===== src/rtl/inst_fetch_unit.sv =====
// inst_fetch_unit: fetch PC, instruction queue and decode handshake; IFETCH_ALIGN_CHECK_EN adds misaligned-redirect trap
module inst_fetch_unit #(
  parameter int PCL = 32,
  parameter int DEPTH = 2,
  parameter logic [PCL-1:0] RESET_PC = '0,
  parameter logic [31:0] NOP = 32'b00000100000000000000000000000000
) (
  input  logic                       clk,
  input  logic                       rst,
  output logic [PCL-1:0]             imem_addr,
  input  logic [31:0]                imem_data,
  input  logic                       redirect,
  input  logic [PCL-1:0]             redirect_pc,
  output logic                       inst_valid,
  input  logic                       inst_ready,
  output logic [31:0]                inst_out,
  output logic [PCL-1:0]             pc_out,
  output logic [PCL-1:0]             pc4_out,
  output logic [$clog2(DEPTH):0]     q_count
`ifdef IFETCH_ALIGN_CHECK_EN
  ,output logic                      misalign_err
`endif
);
  localparam int AW = $clog2(DEPTH);
  localparam logic [AW:0] FULL = (AW+1)'(DEPTH);
  logic [PCL-1:0] fetch_pc, target;
  logic [PCL-1:0] q_pc [DEPTH];
  logic [31:0] q_inst [DEPTH];
  logic [AW-1:0] rptr, wptr;
  logic [AW:0] count;
  logic err, bad, push, pop;
`ifdef IFETCH_ALIGN_CHECK_EN
  assign bad = redirect_pc[1:0] != 2'b00;
  assign target = {redirect_pc[PCL-1:2], 2'b00};
  assign misalign_err = err;
`else
  assign bad = 1'b0;
  assign target = redirect_pc;
`endif
  assign imem_addr = fetch_pc;
  assign inst_valid = count != '0;
  assign pop = inst_valid && inst_ready;
  // err freezes fetch until reset; it can only become set in the align-check build
  assign push = !redirect && !err && (count < FULL || pop);
  assign inst_out = inst_valid ? q_inst[rptr] : NOP;
  assign pc_out = inst_valid ? q_pc[rptr] : '0;
  assign pc4_out = inst_valid ? q_pc[rptr] + PCL'(4) : '0;
  assign q_count = count;
  always_ff @(posedge clk) begin
    if (rst) begin
      fetch_pc <= RESET_PC;
      rptr <= '0;
      wptr <= '0;
      count <= '0;
      err <= 1'b0;
    end else if (redirect) begin
      fetch_pc <= target;
      rptr <= '0;
      wptr <= '0;
      count <= '0;
      err <= err | bad;
    end else begin
      if (push) begin
        q_pc[wptr] <= fetch_pc;
        q_inst[wptr] <= imem_data;
        wptr <= wptr + 1'b1;
        fetch_pc <= fetch_pc + PCL'(4);
      end
      if (pop) rptr <= rptr + 1'b1;
      count <= count + (AW+1)'(push) - (AW+1)'(pop);
    end
  end
endmodule


===== config.mk =====
export PLATFORM = sky130hd
export DESIGN_NAME = inst_fetch_unit
export DESIGN_NICKNAME = d
export VERILOG_FILES = /design/src/rtl/inst_fetch_unit.sv
export SDC_FILE = /design/constraint.sdc
export NUM_CORES = 1
export LEC_CHECK = 0
export CORE_MARGIN = 2
export CORE_UTILIZATION = 45
export CTS_BUF_LIST = sky130_fd_sc_hd__clkbuf_8
export DETAILED_ROUTE_END_ITERATION = 16
export GPL_TIMING_DRIVEN = 0
export PLACE_DENSITY = 0.71
export SYNTH_ARGS = -nofsm -noshare
export SYNTH_HDL_FRONTEND = slang
export SYNTH_SLANG_ARGS = --single-unit
export TNS_END_PERCENT = 50

===== constraint.sdc =====
create_clock -name clk -period 8.68 [get_ports clk]
set_input_delay 2.17 -clock clk [delete_from_list [all_inputs] [get_ports clk]]
set_output_delay 2.17 -clock clk [all_outputs]
set_load 0.05 [all_outputs]

run_1/metal_stack.png
Two of the layers only.
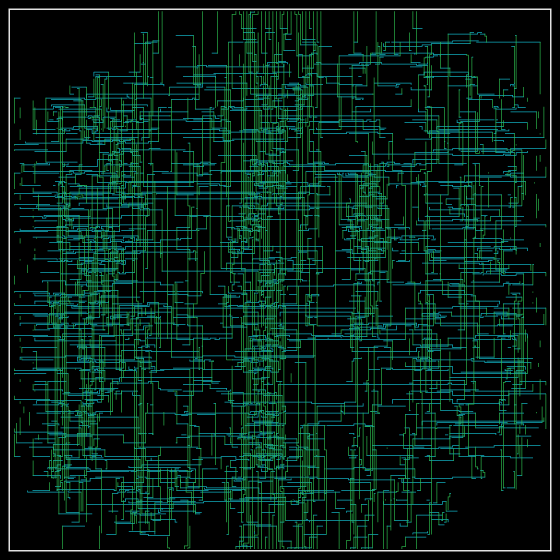
| color | layer | wire length |
|---|---|---|
| green | met2 | 9880 um |
| cyan | met1 | 8920 um |
routed length per instance: 18.7 um
total wire length: 20.6 mm
routed via count: 5952
Tot GR Track Use: 22.4%

run_1/gate_families.png
Scale bar: 50 um.
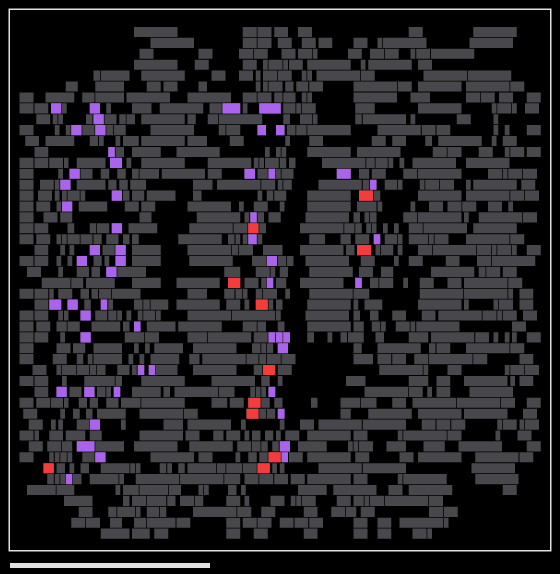
| color | family | cells | most used |
|---|---|---|---|
| red | AND-OR and OR-AND gates | 11 | o31a_1 |
| purple | inverting AOI/OAI gates | 54 | a211oi_1 |

run_1/registers.png
Scale bar: 50 um.
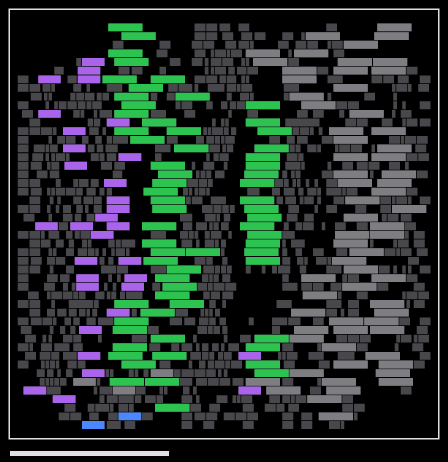
| color | signal | sequential cells |
|---|---|---|
| green | q_pc | 64 |
| purple | imem_addr | 32 |
| blue | q_count | 2 |
not colored: 67

## run 1: through the flow
stage / setup TNS [ps] / setup WS [ps] / total power [mW]
CTS: 0 / 1790 / 1.80
floorplan: 0 / 898 / 1.15
finish: 0 / 1820 / 1.79
global route: 0 / 1640 / 1.85
detailed placement: 0 / 2300 / 1.30
global placement: -121540 / -1900 / 1.30
## run 1: worst paths after layout
kind	to	slack [ps]	cells past startpoint
worst min register to register	q_pc[1][1]	500	0
worst max-delay path	pc4_out[20]	1820	11
worst min-delay path	q_pc[1][1]	500	0
worst max register to register	imem_addr[31]	6340	6
## run 1: routing by layer
metal,up-vias,global-route usage [%],routed length (um)
met5,-,0,0
met1,2845,28.5,8920
met4,0,9.65,443
met3,37,5.07,1350
met2,230,37.0,9880
li1,2840,-,-
## run 1: Yosys cell counts, types with 13 or more instances
library cell	instances	area, um^2
a211oi_1	20	150
nand2_1	30	113
dfxtp_1	37	741
mux2i_1	63	631
nor3_1	17	85.1
clkbuf_1	17	63.8
nand3_1	32	160
edfxtp_1	128	3840
nor4_1	13	81.3
nor2_1	109	409
xnor2_1	29	254
## run 1: power by group
group | internal (mW) | total (mW) | leakage, nW | switching, mW
Combinational | 0.132 | 0.371 | 1.70 | 0.239
Sequential | 0.886 | 0.915 | 1.50 | 0.0296
Clock | 0.244 | 0.502 | 0.202 | 0.258
Total | 1.26 | 1.79 | 3.40 | 0.527
## run 1: worst reg2reg max path, stage by stage (launching register included)
cell and delay, ps:
dfxtp_1 590, nand3_2 170, or4_4 560, buf_6 160, nor4_4 400, mux2i_1 280, nor4_2 60
## run 1: flip-flops by register name, indices dropped and copies added, names as in the netlist, named ones only
name,count
q_inst,64
q_pc,64
imem_addr,32
q_count,2
rptr,1
wptr,1
## run 1: cell type report
type / instances / area (um^2)
Buffer: 40 / 220
Clock buffer: 20 / 275
Clock inverter: 12 / 86.3
Fill cell: 1334 / 6280
Inverter: 6 / 22.5
Multi-Input combinational cell: 439 / 2870
Sequential cell: 165 / 4580
Tap cell: 220 / 275
Timing Repair Buffer: 202 / 2030
## run 1: cell families after synthesis
group / count (synthesis) / share of synthesized area, %
AND/OR/NAND/NOR: 260 / 16.6
flip-flops: 165 / 59.6
multiplexers: 69 / 9.08
AND-OR/OR-AND: 65 / 6.15
buffers and inverters: 46 / 3.16
XOR/XNOR: 41 / 4.67
adder cells (fa/ha/maj): 4 / 0.651
==> impl_metrics.ini, run 1 <==
; synthesis and place-and-route metrics
[status]
status = finished clean

[synthesis]
yosys_warnings = 0

[sta]
period_used_pct = 79.0
fin_skew_ps = 11.2
slew_violations = 0
relSlewSlack_pct = 33.7
max_freq_mhz = 146

[die]
die_x_um = 135
coreArea_um2 = 16600
die.size.y_um = 135
rows = 47

[drt]
vias_per_cell = 5.39
postRouteAntennaNets = 0

[clock_tree]
numCtsBuffers = 17
cts_root_buf = clkbuf_8
clkSlewWorstSetupHoldPaths_ps = 80
hold_buffers = 0

[flow_run]
cap_violations = 0

[setup_path]
required_ps = 6510
cp_top_family = buffers and inverters

[layout]
drive_gt1_share_pct = 7.69
final_cells = 1104
fin_util_pct = 62.3

[placed_design]
post-dp-hpwl_mm = 15.4
run_1/final_clocks.png
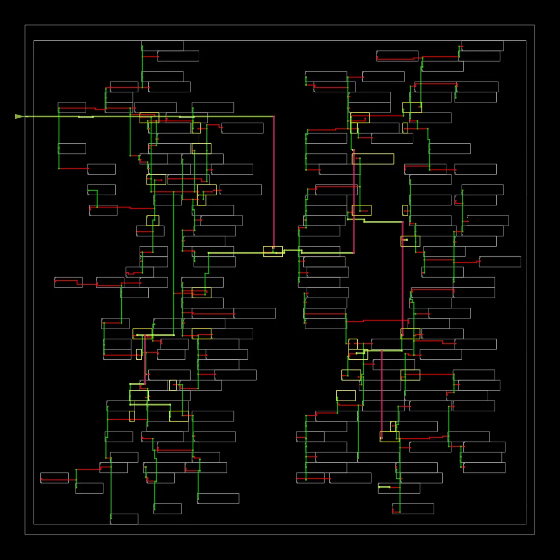

==> run 1 -> run 2 <==
--- a/config.mk
+++ b/config.mk
@@ -10,7 +10,7 @@
 export CTS_BUF_LIST = sky130_fd_sc_hd__clkbuf_8
 export DETAILED_ROUTE_END_ITERATION = 16
 export GPL_TIMING_DRIVEN = 0
-export PLACE_DENSITY = 0.71
+export PLACE_DENSITY = 0.74
 export SYNTH_ARGS = -nofsm -noshare
 export SYNTH_HDL_FRONTEND = slang
 export SYNTH_SLANG_ARGS = --single-unit
==> constraint.sdc (replaced) <==
create_clock -name clk -period 5.5 [get_ports clk]
set_input_delay 1.375 -clock clk [delete_from_list [all_inputs] [get_ports clk]]
set_output_delay 1.375 -clock clk [all_outputs]
set_load 0.05 [all_outputs]
run_2/final_clocks.png
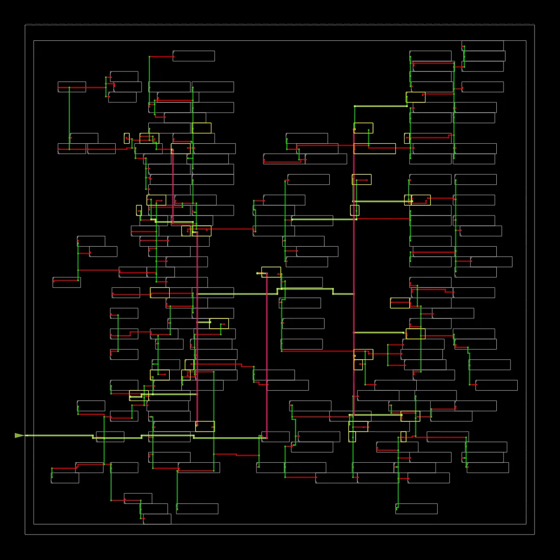
Latency at later pin: 440 ps
Layout Skew: 9.79 ps
layout clock buffer count: 20

run_2/gate_families.png
Scale bar: 50 um.
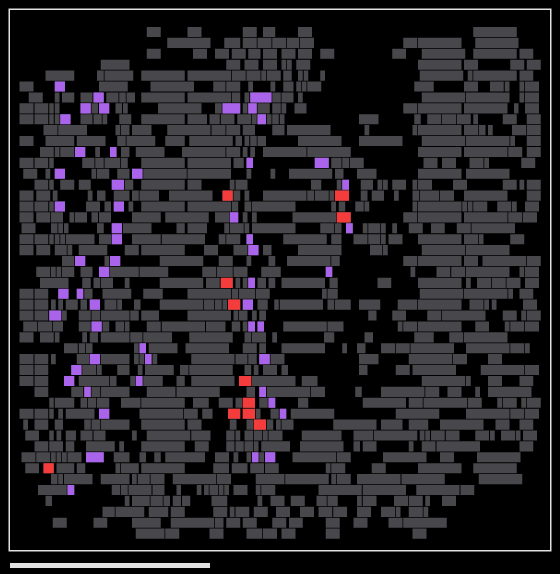
| color | family | cells | most used |
|---|---|---|---|
| purple | inverting AOI/OAI gates | 54 | a211oi_1 |
| red | AND-OR and OR-AND gates | 11 | o31a_1 |
Top cell excl fill/tap: clkdlybuf4s50_1
Post-Layout Cell Count: 1101
multi-input gate share of total cell area: 27.7%

==> impl_metrics.ini, run 2 <==
; synthesis and place-and-route metrics
[min_path]
hold_depth = 0
hold_end = q_pc[1][0]

[synthesis]
yosys_warnings = 0
synth.top_cell.area_share_pct = 50.0
topCellsByArea = edfxtp_1 50%, dfxtp_1 9.6%, mux2i_1 8.2%, nor2_1 5.3%, xnor2_1 3.3%
common_cells = 128 x edfxtp_1, 109 x nor2_1, 63 x mux2i_1, 37 x dfxtp_1, 32 x nand3_1
yosysMostFrequentCell = edfxtp_1

[clock_tree]
clkSlewWorstSetupHoldPaths_ps = 80
numCtsBuffers = 17

[setup_path]
r2r_slack_ps = 3130
required_ps = 4120

[die]
coreArea_um2 = 16600
rows = 47
die_x_um = 135

[sta]
slew_violations = 0
period_used_pct = 93.1
relSlewSlack_pct = 31.9

[status]
status = finished clean

[power]
p_total_mw = 2.83

[layout]
nFillCells = 1271

[global_routing]
gr-usage-all-layers_pct = 22.6

[drt]
wl_per_cell_um = 18.5
drt-total-wl_mm = 20.4
postRouteAntennaNets = 0
vias_per_cell = 5.43

[placed_design]
post-dp-hpwl_mm = 15.4
run_2/registers.png
Scale bar: 50 um.
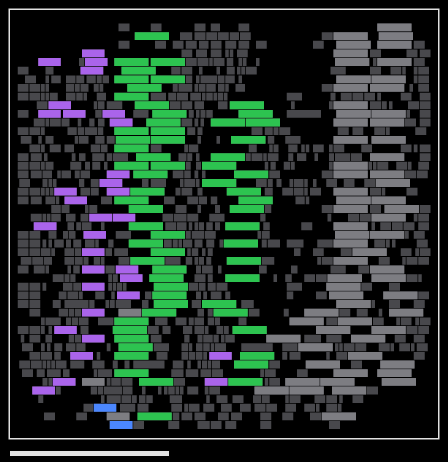
| color | signal | sequential cells |
|---|---|---|
| purple | imem_addr | 32 |
| green | q_pc | 64 |
| blue | q_count | 2 |

## run 2: netlist changes by cell type in the layout (fill, tap and decap cells not counted), sizes merged
cell / previous run / this run
buf: 24 / 21
clkdlybuf4s15: 0 / 5
clkdlybuf4s50: 197 / 189
clkinv: 5 / 2
dlygate4sd2: 0 / 3
inv: 12 / 15
## run 2: kinds of logic (layout without fill, tap and decap cells)
| family | after synthesis | after routing | share of synthesized area [%] |
|---|---|---|---|
| fa+ha+maj | 4 | 4 | 0.651 |
| simple gates | 260 | 260 | 16.6 |
| compound gates | 65 | 65 | 6.15 |
| xor+xnor | 41 | 41 | 4.67 |
| buf+inv | 46 | 277 | 3.16 |
| mux | 69 | 69 | 9.08 |
| flops | 165 | 165 | 59.6 |
## run 2: worst max path at each step
stage                         from             to  slack (ps)  cells past startpoint
final                         flop    pc4_out[24]         380                     10
after global routing          flop    pc4_out[24]         170                     10
after CTS                     flop    pc4_out[24]          10                     11
after detailed placement      flop    pc4_out[24]         -70                     11
after global placement         rst  q_inst[0][10]       -1250                      4
after floorplan           redirect   q_inst[0][0]         470                      5
## run 2: worst register-to-register path, cell delays in order, from the launching register on
cell	delay [ps]
dfxtp_1	580
nand3_1	160
nor4_1	880
nand3_1	220
a2111oi_0	420
## run 2: report_power, final
part           internal [mW]  leakage, nW  switching [mW]
logic                  0.208         1.71           0.377
clock network          0.387        0.209           0.413
registers               1.40         1.50          0.0467
## run 2: area by class of cell
| class | instances | area, um^2 | share of cell area, % |
|---|---|---|---|
| Clock inverter | 12 | 86.3 | 0.831 |
| Buffer | 39 | 219 | 2.11 |
| Multi-Input combinational cell | 439 | 2880 | 27.7 |
| Tap cell | 220 | 275 | 2.65 |
| Sequential cell | 165 | 4580 | 44.1 |
| Clock buffer | 20 | 275 | 2.65 |
| Timing Repair Buffer | 200 | 2040 | 19.7 |
| Inverter | 6 | 22.5 | 0.217 |
## run 2: metal layers
metal	vias to the layer above	part of all wire, %	routed length [um]	GRT usage [%]
met5	-	0	0	0
met4	0	2.8	573	9.82
met2	288	49	9920	38.5
li1	2825	-	-	-
met1	2819	40	8150	27.1
met3	46	8.5	1740	6.01
## run 2: through the flow
step / setup TNS [ps] / instances / hold WS, ps / setup WS, ps / util, %
after global placement: -79800 / 1067 / 475 / -1250 / 59.7
after global routing: 0 / 1101 / 530 / 174 / 62.4
after floorplan: 0 / 650 / 520 / 465 / -
final: 0 / 1101 / 519 / 377 / 62.4
after detailed placement: -135 / 1070 / 475 / -74.9 / 60.2
after CTS: 0 / 1102 / 502 / 15.0 / 62.4
## run 2: what timing repair did
action                     CTS  global route
gates cloned                 0             0
resized                     23             1
pin swaps                    0             1
hold buffers                 0             0
setup endpoints to repair    8             7
Power and IR drop assume default switching activity.
